met1.png
(4 px per um) Supply wires on this layer in grey.
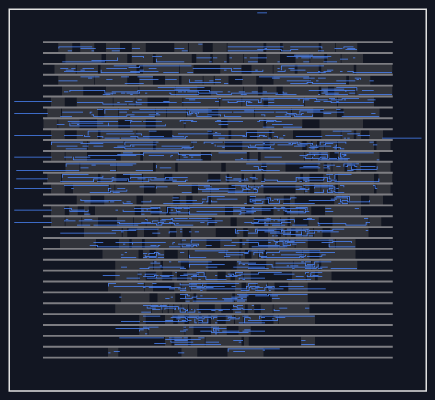
met2.png
(4 px per um)
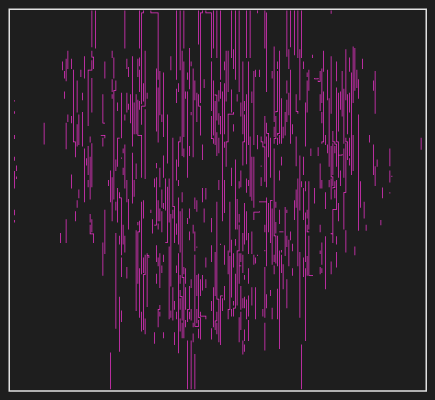
## config.mk

```make
export PLATFORM = sky130hd
export DESIGN_NAME = tx_lane_sequencer
export DESIGN_NICKNAME = d
export VERILOG_FILES = /design/src/rtl/tx_seq_pkg.sv /design/src/rtl/skp_timer.sv /design/src/rtl/tx_lane_sequencer.sv
export SDC_FILE = /design/constraint.sdc
export NUM_CORES = 1
export LEC_CHECK = 0
export CORE_ASPECT_RATIO = 0.9
export CORE_MARGIN = 8
export CORE_UTILIZATION = 49
export DETAILED_ROUTE_END_ITERATION = 12
export GPL_TIMING_DRIVEN = 0
export PLACE_DENSITY = 0.74
export SLEW_MARGIN = 10
export SYNTH_ARGS = -nofsm -noshare
export SYNTH_HDL_FRONTEND = slang
export SYNTH_SLANG_ARGS = --single-unit
export TNS_END_PERCENT = 100
```

## constraint.sdc

```tcl
create_clock -name clkTx -period 2.1 [get_ports clkTx]
set_input_delay 0.63 -clock clkTx [delete_from_list [all_inputs] [get_ports clkTx]]
set_output_delay 0.63 -clock clkTx [all_outputs]
set_load 0.02 [all_outputs]
```

## src/rtl/tx_seq_pkg.sv

```systemverilog
// Shared symbol constants, state encoding and width decode for the
// transmit lane sequencer.
package tx_seq_pkg;

  localparam logic [7:0] SYM_COM   = 8'hBC;  // K28.5: training, idle fill, SKP head
  localparam logic [7:0] SYM_SKP   = 8'h1C;  // K28.0: SKP body
  localparam logic [7:0] SYM_IDLE0 = 8'h00;  // driven while electrically idle

  typedef enum logic [2:0] {
    ELEC_IDLE,
    TRAIN,
    IDLE,
    SEND,
    SKP
  } state_t;

  typedef enum logic [1:0] {
    WIDTH_8   = 2'b00,
    WIDTH_16  = 2'b01,
    WIDTH_32  = 2'b10,
    WIDTH_32R = 2'b11   // reserved code, behaves as 32-bit
  } width_t;

  // Number of bytes carried by a word of the given width code.
  function automatic logic [2:0] nbytes(input logic [1:0] data_s);
    case (width_t'(data_s))
      WIDTH_8:  nbytes = 3'd1;
      WIDTH_16: nbytes = 3'd2;
      default:  nbytes = 3'd4;
    endcase
  endfunction

endpackage

```

## src/rtl/skp_timer.sv

```systemverilog
// Saturating symbol counter that raises a pending flag once SKP_INTERVAL
// symbols have gone out since the last SKP ordered set.
module skp_timer #(
  parameter int SKP_INTERVAL = 118
) (
  input  logic clkTx,
  input  logic rst,
  input  logic i_strobe,   // one symbol loaded this edge
  input  logic i_hold,     // freeze the count (link not carrying traffic)
  input  logic i_clear,    // restart the interval
  output logic o_pending
);

  localparam logic [9:0] CNT_MAX = 10'(SKP_INTERVAL);

  logic [9:0] r_count;

  // Count symbols up to the interval and stick there until cleared.
  // NOTE: sequential state uses <= so every register samples pre-edge values.
  always_ff @(posedge clkTx or negedge rst) begin
    if (!rst) begin
      r_count <= '0;
    end else if (i_clear) begin
      r_count <= '0;
    end else if (!i_hold && i_strobe && (r_count != CNT_MAX)) begin
      r_count <= r_count + 10'd1;
    end
  end

  assign o_pending = (r_count == CNT_MAX);

endmodule

```

## src/rtl/tx_lane_sequencer.sv

```systemverilog
// Transmit lane sequencer: brings the link out of electrical idle with a
// COM training burst, then serialises 8/16/32-bit words LSB-first onto the
// 8-bit symbol stream, filling with COM and inserting SKP sets on word
// boundaries.
module tx_lane_sequencer
  import tx_seq_pkg::*;
#(
  parameter int TRAIN_LEN    = 16,
  parameter int SKP_INTERVAL = 118
) (
  input  logic        clkTx,
  input  logic        rst,
  input  logic        enb,
  input  logic [1:0]  dataS,
  input  logic [31:0] dataIn,
  input  logic        inValid,
  output logic        inReady,
  output logic [7:0]  dataOut8,
  output logic        K,
  output logic        TxElecIdle,
  output logic        skpBusy
);

  localparam int            TW         = (TRAIN_LEN > 1) ? $clog2(TRAIN_LEN) : 1;
  localparam logic [TW-1:0] TRAIN_LAST = TW'(TRAIN_LEN - 1);

  state_t        r_state;
  logic [TW-1:0] r_train_cnt;
  logic [31:0]   r_word;
  logic [2:0]    r_nbytes;
  logic [1:0]    r_byte_idx;
  logic [1:0]    r_skp_idx;
  logic [7:0]    r_data_out;
  logic          r_k;
  logic          r_elec_idle;
  logic          r_skp_busy;

  logic          w_pending;
  logic          w_ready;
  logic          w_accept;
  logic          w_last_byte;
  logic [7:0]    w_cur_byte;
  logic          w_strobe;
  logic          w_hold;
  logic          w_clear;

  assign w_last_byte = ({1'b0, r_byte_idx} == (r_nbytes - 3'd1));
  assign w_cur_byte  = r_word[{r_byte_idx, 3'b000} +: 8];

  // Offer a new word in idle, or on the last byte of the current word so
  // back-to-back words run without a fill symbol; a pending SKP blocks it.
  // NOTE: every always_comb output gets a default first so no latch is inferred.
  always_comb begin
    w_ready = 1'b0;
    case (r_state)
      IDLE:    w_ready = enb & ~w_pending;
      SEND:    w_ready = w_last_byte & enb & ~w_pending;
      default: w_ready = 1'b0;
    endcase
  end

  assign w_accept = inValid & w_ready;
  assign inReady  = w_ready;

  // Symbols count only once the link carries traffic; the interval restarts
  // when an SKP set starts or the link drops back to electrical idle.
  assign w_hold   = (r_state == ELEC_IDLE) | (r_state == TRAIN);
  assign w_strobe = (r_state == IDLE) | (r_state == SEND) | (r_state == SKP);
  assign w_clear  = ((r_state == IDLE) & (~enb | w_pending)) |
                    ((r_state == SKP) & (r_skp_idx == 2'd3) & ~enb);

  skp_timer #(
    .SKP_INTERVAL(SKP_INTERVAL)
  ) u_skp_timer (
    .clkTx     (clkTx),
    .rst       (rst),
    .i_strobe  (w_strobe),
    .i_hold    (w_hold),
    .i_clear   (w_clear),
    .o_pending (w_pending)
  );

  // Lane state machine; each edge loads the symbol for the coming cycle.
  always_ff @(posedge clkTx or negedge rst) begin
    if (!rst) begin
      r_state     <= ELEC_IDLE;
      r_train_cnt <= '0;
      r_word      <= '0;
      r_nbytes    <= 3'd1;
      r_byte_idx  <= '0;
      r_skp_idx   <= '0;
      r_data_out  <= SYM_IDLE0;
      r_k         <= 1'b0;
      r_elec_idle <= 1'b1;
      r_skp_busy  <= 1'b0;
    end else begin
      case (r_state)
        ELEC_IDLE: begin
          r_data_out  <= SYM_IDLE0;
          r_k         <= 1'b0;
          r_elec_idle <= 1'b1;
          r_skp_busy  <= 1'b0;
          if (enb) begin
            r_state     <= TRAIN;
            r_train_cnt <= '0;
            r_data_out  <= SYM_COM;
            r_k         <= 1'b1;
            r_elec_idle <= 1'b0;
          end
        end

        TRAIN: begin
          r_data_out <= SYM_COM;
          r_k        <= 1'b1;
          if (r_train_cnt == TRAIN_LAST) begin
            r_state <= IDLE;
          end else begin
            r_train_cnt <= r_train_cnt + TW'(1);
          end
        end

        IDLE: begin
          if (!enb) begin
            r_state     <= ELEC_IDLE;
            r_data_out  <= SYM_IDLE0;
            r_k         <= 1'b0;
            r_elec_idle <= 1'b1;
          end else if (w_pending) begin
            r_state    <= SKP;
            r_skp_idx  <= '0;
            r_data_out <= SYM_COM;
            r_k        <= 1'b1;
            r_skp_busy <= 1'b1;
          end else begin
            r_data_out <= SYM_COM;
            r_k        <= 1'b1;
            if (w_accept) begin
              r_state    <= SEND;
              r_word     <= dataIn;
              r_nbytes   <= nbytes(dataS);
              r_byte_idx <= '0;
            end
          end
        end

        SEND: begin
          r_data_out <= w_cur_byte;
          r_k        <= 1'b0;
          if (w_last_byte) begin
            if (w_accept) begin
              r_word     <= dataIn;
              r_nbytes   <= nbytes(dataS);
              r_byte_idx <= '0;
            end else begin
              r_state <= IDLE;
            end
          end else begin
            r_byte_idx <= r_byte_idx + 2'd1;
          end
        end

        SKP: begin
          if (r_skp_idx == 2'd3) begin
            r_skp_busy <= 1'b0;
            if (!enb) begin
              r_state     <= ELEC_IDLE;
              r_data_out  <= SYM_IDLE0;
              r_k         <= 1'b0;
              r_elec_idle <= 1'b1;
            end else begin
              r_state    <= IDLE;
              r_data_out <= SYM_COM;
              r_k        <= 1'b1;
            end
          end else begin
            r_skp_idx  <= r_skp_idx + 2'd1;
            r_data_out <= SYM_SKP;
            r_k        <= 1'b1;
            r_skp_busy <= 1'b1;
          end
        end

        default: r_state <= ELEC_IDLE;
      endcase
    end
  end

  assign dataOut8   = r_data_out;
  assign K          = r_k;
  assign TxElecIdle = r_elec_idle;
  assign skpBusy    = r_skp_busy;

endmodule

```

==> summary.txt <==
Notes on the physical design

Detailed routing inserted a total of about 2400 vias. The main area contributors are sky130_fd_sc_hd__dfrtp_1 48%, sky130_fd_sc_hd__mux2_4 12%, sky130_fd_sc_hd__mux4_2 5.3%. The top cell types in the final layout, fill and taps aside, are 64 x sky130_fd_sc_hd__dfrtp_1, 46 x sky130_fd_sc_hd__clkdlybuf4s50_1, 28 x sky130_fd_sc_hd__mux2_4.

The yosys stat cell total is ~270. The checks that failed: negative setup slack. The number of warnings the tools reported is 30. The internal portion of the total power is about 4.2 mW. The power consumption is about 6.4 mW. The run finished, with violations left.

STA reports the tightest min-delay check as being of type in2async. The number of combinational gates with multiple inputs is ~180. The number of top-level design ports is about 50.

The met1 routed wirelength after detailed routing is ~3300 um. After technology mapping, the gate count stands at 267. The fraction of power spent switching nets is 0.3364. Per the finish-stage timing summary, setup violations number 2. The combinational share of cell area is 0.3771. The smallest clock period supported by the final layout is computed as approximately 2.5 ns. The type of destination of the critical path is an output pin. The final worst-path setup slack is -0.4298 ns.

The die boundary width is 103.9 um. The average wire per cell in the routed design is 16.60 um. Across all checked pins, the minimum headroom to the slew limit is 0.6202. The count of flip-flops with a built-in enable after synthesis is 0.

The number of hold buffers added after CTS was 0. For this run, the number of standard cells in the final layout without fillers is ~430. The fraction of registers with async set or reset after synthesis is 1.000. The worst setup path is launched from a flip-flop.
## Picture notes: met1.png
The layer carries 3310 um of wire. 346 nets have wire on it. The longest straight run is 46.0 um. The layer holds 46% of the routed length.

## Picture notes: met2.png
The wires run mostly vertical. The layer holds 49% of the routed length. The longest straight run is 32.3 um.

## logic make-up after synthesis
| logic type | count (synthesis) | synth area share |
|---|---|---|
| DFF | 67 | 0.4932 |
| adders and majority gates | 5 | 0.01838 |
| AOI/OAI and AO/OA | 58 | 0.1150 |
| muxes | 46 | 0.2084 |
| xor gates and xnor gates | 8 | 0.02058 |
| and+or+nand+nor | 63 | 0.1114 |
| buffers and inverters | 20 | 0.03307 |
## cell usage after synthesis, drive strengths merged, types with 3 or more instances
master,instances
dfrtp,65
mux2,35
a21oi,16
o21ai,16
nand3,10
nor2,10
buf,9
mux4,8
inv,7
nand2,7
o31ai,7
a22o,6
or3,6
and3,5
ha,5
nand2b,5
xor2,5
and2,4
clkbuf,4
mux2i,3
nor3b,3
o2bb2ai,3
or4,3
xnor2,3
Power is estimated from default activity; no workload was simulated.
